Figure 1. Power grid.
The bar under the picture is 100 µm long. Pins as bars on the die edge. Tap cells in grey.
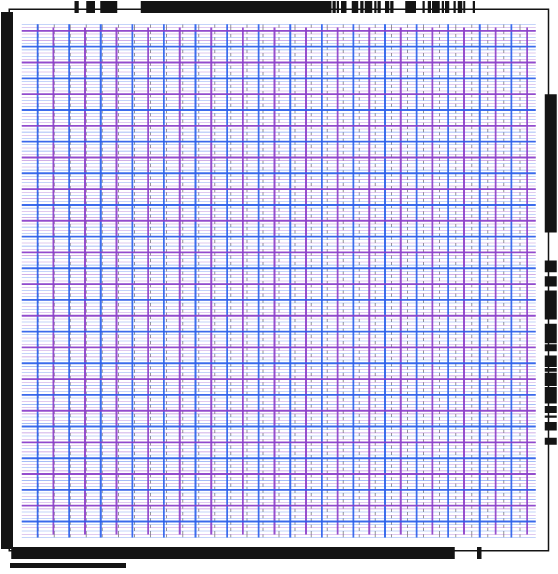
Figure 2. Placement by cell class.
The bar under the picture is 100 µm long.
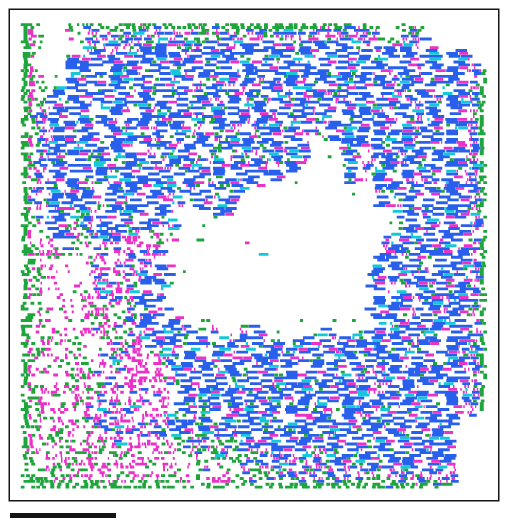
Figure 3. Clock wires, drivers and flops.
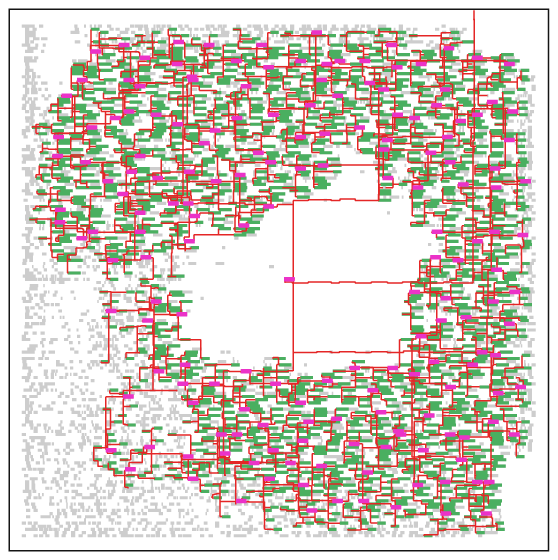
Figure 4. Routed metal, one colour a layer.
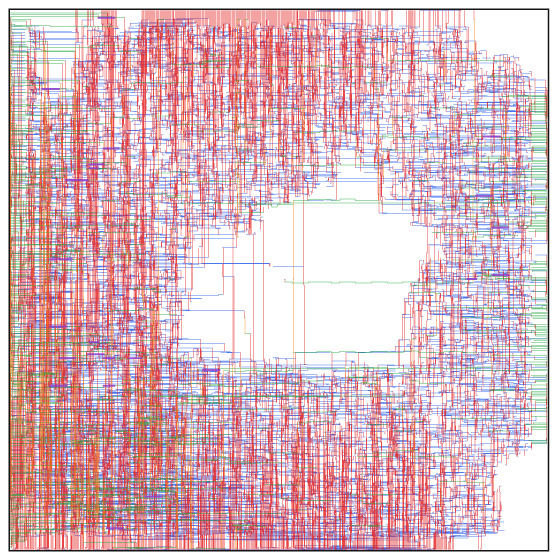
File: src/rtl/bundle_sequencer_if.sv
// Fetch-port, issue-port and FU-feedback signals shared by the bundle sequencer and its environment.
// The master modport is the sequencer side; the slave modport is the mmu/FU side.
interface bundle_sequencer_if #(
  parameter int NFU    = 8,
  parameter int SLOT_W = 32,
  parameter int PC_W   = 64
);
  localparam int BW = NFU * SLOT_W;

  logic                 fetch_req;
  logic [PC_W-1:0]      fetch_addr;
  logic                 fetch_ack;
  logic [BW-1:0]        fetch_data;
  logic                 fetch_fault;
  logic                 bundle_valid;
  logic [BW-1:0]        bundle;
  logic [PC_W-1:0]      bundle_pc;
  logic [NFU-1:0]       fu_busy;
  logic [NFU-1:0]       pc_write;
  logic [NFU*PC_W-1:0]  pc_new;
  logic                 halted;

  modport master (
    output fetch_req, fetch_addr, bundle_valid, bundle, bundle_pc, halted,
    input  fetch_ack, fetch_data, fetch_fault, fu_busy, pc_write, pc_new
  );

  modport slave (
    input  fetch_req, fetch_addr, bundle_valid, bundle, bundle_pc, halted,
    output fetch_ack, fetch_data, fetch_fault, fu_busy, pc_write, pc_new
  );
endinterface

File: src/rtl/bundle_sequencer.sv
// VLIW fetch/issue sequencer: prefetches bundles into a DEPTH-entry queue over a req/ack port
// and issues them one at a time, handling FU redirects (lowest FU wins) and fetch faults.
module bundle_sequencer #(
  parameter int              NFU      = 8,
  parameter int              SLOT_W   = 32,
  parameter int              PC_W     = 64,
  parameter int              DEPTH    = 4,
  parameter logic [PC_W-1:0] RESET_PC = '0
) (
  input  logic              clk,
  input  logic              rst,
  bundle_sequencer_if.master bus
);
  localparam int              BW      = NFU * SLOT_W;
  localparam int              PTR_W   = $clog2(DEPTH);
  localparam int              CNT_W   = PTR_W + 1;
  localparam logic [PC_W-1:0] PC_STEP = PC_W'(BW / 8);

  typedef enum logic {ST_READY, ST_EXEC} state_t;

  state_t           r_state, w_state_nxt;
  logic             r_first_exec, w_first_nxt;

  logic [BW-1:0]    r_q_data [DEPTH];
  logic [PC_W-1:0]  r_q_pc   [DEPTH];
  logic [DEPTH-1:0] r_q_fault;
  logic [PTR_W-1:0] r_wr_ptr, r_rd_ptr;
  logic [CNT_W-1:0] r_count;

  logic             r_fetch_req, r_discard, r_fault_seen, r_halted;
  logic [PC_W-1:0]  r_fetch_addr;
  logic             r_bundle_valid;
  logic [BW-1:0]    r_bundle;
  logic [PC_W-1:0]  r_bundle_pc;

  logic             w_ack, w_push, w_pop, w_complete, w_redirect, w_halt_now, w_raise;
  logic [CNT_W-1:0] w_inflight;
  logic [PC_W-1:0]  w_target;

  // An ack only counts against a live request; stray or discarded acks are ignored.
  assign w_ack      = bus.fetch_ack && r_fetch_req;
  assign w_redirect = w_complete && (bus.pc_write != '0);
  assign w_push     = w_ack && !w_redirect;
  assign w_inflight = r_count + CNT_W'(r_fetch_req || r_discard);
  assign w_raise    = !r_fetch_req && !r_discard && !r_fault_seen && !r_halted &&
                      !w_redirect && (w_inflight < CNT_W'(DEPTH));

  // Scan from the top down so the lowest requesting FU is the last writer and wins.
  always_comb begin
    w_target = '0;
    for (int i = NFU - 1; i >= 0; i--) begin
      if (bus.pc_write[i]) w_target = bus.pc_new[PC_W*i +: PC_W];
    end
  end

  always_comb begin
    // NOTE: every output of this block gets a default first, so no path can infer a latch.
    w_state_nxt = r_state;
    w_first_nxt = 1'b0;
    w_pop       = 1'b0;
    w_complete  = 1'b0;
    w_halt_now  = 1'b0;
    case (r_state)
      ST_READY: begin
        if (r_count != '0 && !r_halted) begin
          if (r_q_fault[r_rd_ptr]) begin
            w_halt_now = 1'b1;
          end else begin
            w_pop       = 1'b1;
            w_first_nxt = 1'b1;
            w_state_nxt = ST_EXEC;
          end
        end
      end
      ST_EXEC: begin
        // The issue cycle itself ignores fu_busy so the FUs have time to raise it.
        if (!r_first_exec && bus.fu_busy == '0) begin
          w_complete  = 1'b1;
          w_state_nxt = ST_READY;
        end
      end
      default: w_state_nxt = ST_READY;
    endcase
  end

  always_ff @(posedge clk) begin
    // NOTE: sequential state uses non-blocking assignments so every flop sees pre-edge values.
    if (rst) begin
      r_state        <= ST_READY;
      r_first_exec   <= 1'b0;
      r_fetch_req    <= 1'b0;
      r_discard      <= 1'b0;
      r_fault_seen   <= 1'b0;
      r_halted       <= 1'b0;
      r_fetch_addr   <= RESET_PC;
      r_wr_ptr       <= '0;
      r_rd_ptr       <= '0;
      r_count        <= '0;
      r_bundle_valid <= 1'b0;
      r_bundle       <= '0;
      r_bundle_pc    <= '0;
    end else begin
      r_state        <= w_state_nxt;
      r_first_exec   <= w_first_nxt;
      r_bundle_valid <= w_pop;
      if (w_pop) begin
        r_bundle    <= r_q_data[r_rd_ptr];
        r_bundle_pc <= r_q_pc[r_rd_ptr];
        r_rd_ptr    <= r_rd_ptr + PTR_W'(1);
      end
      if (w_halt_now) r_halted <= 1'b1;

      if (w_redirect) begin
        // Flush; an in-flight request is abandoned and its eventual ack swallowed.
        r_fetch_req  <= 1'b0;
        r_discard    <= (r_fetch_req || r_discard) && !bus.fetch_ack;
        r_fetch_addr <= w_target;
        r_wr_ptr     <= '0;
        r_rd_ptr     <= '0;
        r_count      <= '0;
      end else begin
        if (w_ack) begin
          r_fetch_req  <= 1'b0;
          r_fetch_addr <= r_fetch_addr + PC_STEP;
          r_wr_ptr     <= r_wr_ptr + PTR_W'(1);
          if (bus.fetch_fault) r_fault_seen <= 1'b1;
        end else if (w_raise) begin
          r_fetch_req <= 1'b1;
        end
        if (r_discard && bus.fetch_ack) r_discard <= 1'b0;
        r_count <= r_count + CNT_W'(w_push) - CNT_W'(w_pop);
      end
    end
  end

  // NOTE: queue storage is not reset; count and pointers gate every read, so contents never leak.
  always_ff @(posedge clk) begin
    if (w_push) begin
      r_q_data[r_wr_ptr]  <= bus.fetch_data;
      r_q_pc[r_wr_ptr]    <= r_fetch_addr;
      r_q_fault[r_wr_ptr] <= bus.fetch_fault;
    end
  end

  assign bus.fetch_req    = r_fetch_req;
  assign bus.fetch_addr   = r_fetch_addr;
  assign bus.bundle_valid = r_bundle_valid;
  assign bus.bundle       = r_bundle;
  assign bus.bundle_pc    = r_bundle_pc;
  assign bus.halted       = r_halted;
endmodule

File: src/flat_wrapper.sv
// flat-port wrapper written by rule: the top's interface ports become plain ports
module bundle_sequencer_flat 
#(
  parameter int              NFU      = 8,
  parameter int              SLOT_W   = 32,
  parameter int              PC_W     = 64,
  parameter int              DEPTH    = 4,
  parameter logic [PC_W-1:0] RESET_PC = '0
)
  (clk, rst, bus_fetch_req, bus_fetch_addr, bus_bundle_valid, bus_bundle, bus_bundle_pc, bus_halted, bus_fetch_ack, bus_fetch_data, bus_fetch_fault, bus_fu_busy, bus_pc_write, bus_pc_new);
  bundle_sequencer_if #(.NFU(NFU), .SLOT_W(SLOT_W), .PC_W(PC_W)) bus_i ();
  input  logic clk;
  input  logic rst;
  output wire logic [$bits(bus_i.fetch_req)-1:0] bus_fetch_req;
  output wire logic [$bits(bus_i.fetch_addr)-1:0] bus_fetch_addr;
  output wire logic [$bits(bus_i.bundle_valid)-1:0] bus_bundle_valid;
  output wire logic [$bits(bus_i.bundle)-1:0] bus_bundle;
  output wire logic [$bits(bus_i.bundle_pc)-1:0] bus_bundle_pc;
  output wire logic [$bits(bus_i.halted)-1:0] bus_halted;
  input wire logic [$bits(bus_i.fetch_ack)-1:0] bus_fetch_ack;
  input wire logic [$bits(bus_i.fetch_data)-1:0] bus_fetch_data;
  input wire logic [$bits(bus_i.fetch_fault)-1:0] bus_fetch_fault;
  input wire logic [$bits(bus_i.fu_busy)-1:0] bus_fu_busy;
  input wire logic [$bits(bus_i.pc_write)-1:0] bus_pc_write;
  input wire logic [$bits(bus_i.pc_new)-1:0] bus_pc_new;
  assign bus_fetch_req = bus_i.fetch_req;
  assign bus_fetch_addr = bus_i.fetch_addr;
  assign bus_bundle_valid = bus_i.bundle_valid;
  assign bus_bundle = bus_i.bundle;
  assign bus_bundle_pc = bus_i.bundle_pc;
  assign bus_halted = bus_i.halted;
  assign bus_i.fetch_ack = bus_fetch_ack;
  assign bus_i.fetch_data = bus_fetch_data;
  assign bus_i.fetch_fault = bus_fetch_fault;
  assign bus_i.fu_busy = bus_fu_busy;
  assign bus_i.pc_write = bus_pc_write;
  assign bus_i.pc_new = bus_pc_new;
  bundle_sequencer #(.NFU(NFU), .SLOT_W(SLOT_W), .PC_W(PC_W), .DEPTH(DEPTH), .RESET_PC(RESET_PC)) u_core (.clk(clk), .rst(rst), .bus(bus_i));
endmodule
File: config.mk
export PLATFORM = sky130hd
export DESIGN_NAME = bundle_sequencer_flat
export DESIGN_NICKNAME = d
export VERILOG_FILES = /design/src/rtl/bundle_sequencer_if.sv /design/src/rtl/bundle_sequencer.sv /design/src/flat_wrapper.sv
export SDC_FILE = /design/constraint.sdc
export NUM_CORES = 2
export LEC_CHECK = 0
export CAP_MARGIN = 10
export CORE_AREA = 10 10 452 454
export CTS_BUF_LIST = sky130_fd_sc_hd__clkbuf_16
export DETAILED_ROUTE_END_ITERATION = 16
export DIE_AREA = 0 0 462 464
export PLACE_DENSITY = 0.52
export SLEW_MARGIN = 0
export SYNTH_ARGS = -nofsm -noshare
export SYNTH_HDL_FRONTEND = slang
export SYNTH_SLANG_ARGS = --single-unit
File: constraint.sdc
create_clock -name clk -period 25.1 [get_ports clk]
set_input_delay 2.51 -clock clk [delete_from_list [all_inputs] [get_ports clk]]
set_output_delay 2.51 -clock clk [all_outputs]
set_load 0.02 [all_outputs]
==> run notes <==
impl run done, here's what came out: Yosys cell types 65, WL final around 270000 µm, Place WS 16020 ps, met2 usage in global routing 0.4207, critical path's top delay family buffers and inverters, clock-cell share of area 0.06634, most flop-heavy register u_core.r_q_data, CTS Buffer Depth 3, tool warnings 39, Die ar. between 0.2 and 0.25 mm², Hold EP u_core.bus.bundle[235], leakage between 20 and 30 nW, NetSw 0.002340 W, Net Sw Frac 0.2975, CTS root buf clkbuf_16, cell type with the largest total area edfxtp_1, CTS-repair resized insts 0, met1 Usage GRT 0.2747, xor and xnor area share after synthesis 0.007565, ao+oa area frac 0.07553, Mapped Area between 0.06 and 0.07 mm², status finished clean, fp_density 0.3332, GRT Max-Usage Layer met2, vias in the first global route 43220, worst setup margin 17030 ps, first-pass GRT wire length 361700 µm, Mapped Cells 4177, worst hold slack between 400 and 500 ps, placed inst area 0.07947 mm², worst setup path start bus_pc_write[7], ant diodes 63, Flop pwr share 0.432, Non-CTS buffers 1266, CTS tree yes, DRC viols 0, IO buf count 1174, hold_sp u_core.bus.bundle[235], setup tns final 0 ps, Via density 5.275, initial antenna violation count 128, syn nets about 5000, Gate Area 0.01720 mm², Max-area cell share 0.5947, metal3 WL 18630 µm, seq_cells 1681, r2r setup slk approximately 20000 ps, # setup viols final 0, n_taps 2542, crit path max fanout around 48, fraction of registers with async set/reset 0, CP max stage cell and3_4, Final period util 0.3216, Clock Sinks 1681, # clk buffers between 150 and 200, clock slew at reported path FFs 60 ps, Top cells excl fill/tap edfxtp_1, clkdlybuf4s50_1, nand2_1, sequential cell area 0.04651 mm², relative slew slack 0.1194, layout cell share with drive strength beyond 1 0.1302, CP Buf/Inv Count 6, Adder-Cell Fraction of Synth Area 0.001660, endpoints failing hold 0, area reported by Yosys stat 0.06484 mm²
Back to the opening pictures, Figure 1:
legend:
  VDD:
    colour: purple
  VSS:
    colour: blue
met1 rails: 163
rows: 162
met4 straps: 32
signal pins: 1175
tap cells: 2542
worst vdd ir: 0.07037 mV
Core Area: 0.1946 mm²
Die Width: 462 µm
Die Ht: 464 µm

Back to the opening pictures, Figure 2:
legend:
  flip-flops:
    colour: blue
    cells: 1681
  all other logic:
    colour: magenta
    cells: 2209
  other buffers and delay cells:
    colour: green
    cells: 1266
  clock drivers and dummy loads:
    colour: cyan
    cells: 334
Row Count: 162
fin area: 0.08529 mm²
register share of the cell area: 0.5454
fin util: 0.4383

Back to the opening pictures, Figure 3:
legend:
  flip-flops:
    colour: green
    count: 1681
  cells driving clock nets:
    colour: magenta
    count: 177
  clock wires:
    colour: red
    length: 20.5 mm
routed clock nets: 178
later-pin clock latency in the skew report: 830 ps
worst-case clock skew: 43.29 ps
Clock Power: 0.00254 W

Back to the opening pictures, Figure 4:
legend:
  met5:
    colour: purple
    wire_length: 291 µm
  met1:
    colour: blue
    wire_length: 98.8 mm
  met4:
    colour: orange
    wire_length: 11700 µm
  met3:
    colour: green
    wire_length: 18600 µm
  met2:
    colour: red
    wire_length: 137 mm
DR vias: 42700
All-Layer GR Usage: 0.2407

Power figures rest on the tool's default switching activity, not on a simulated workload.
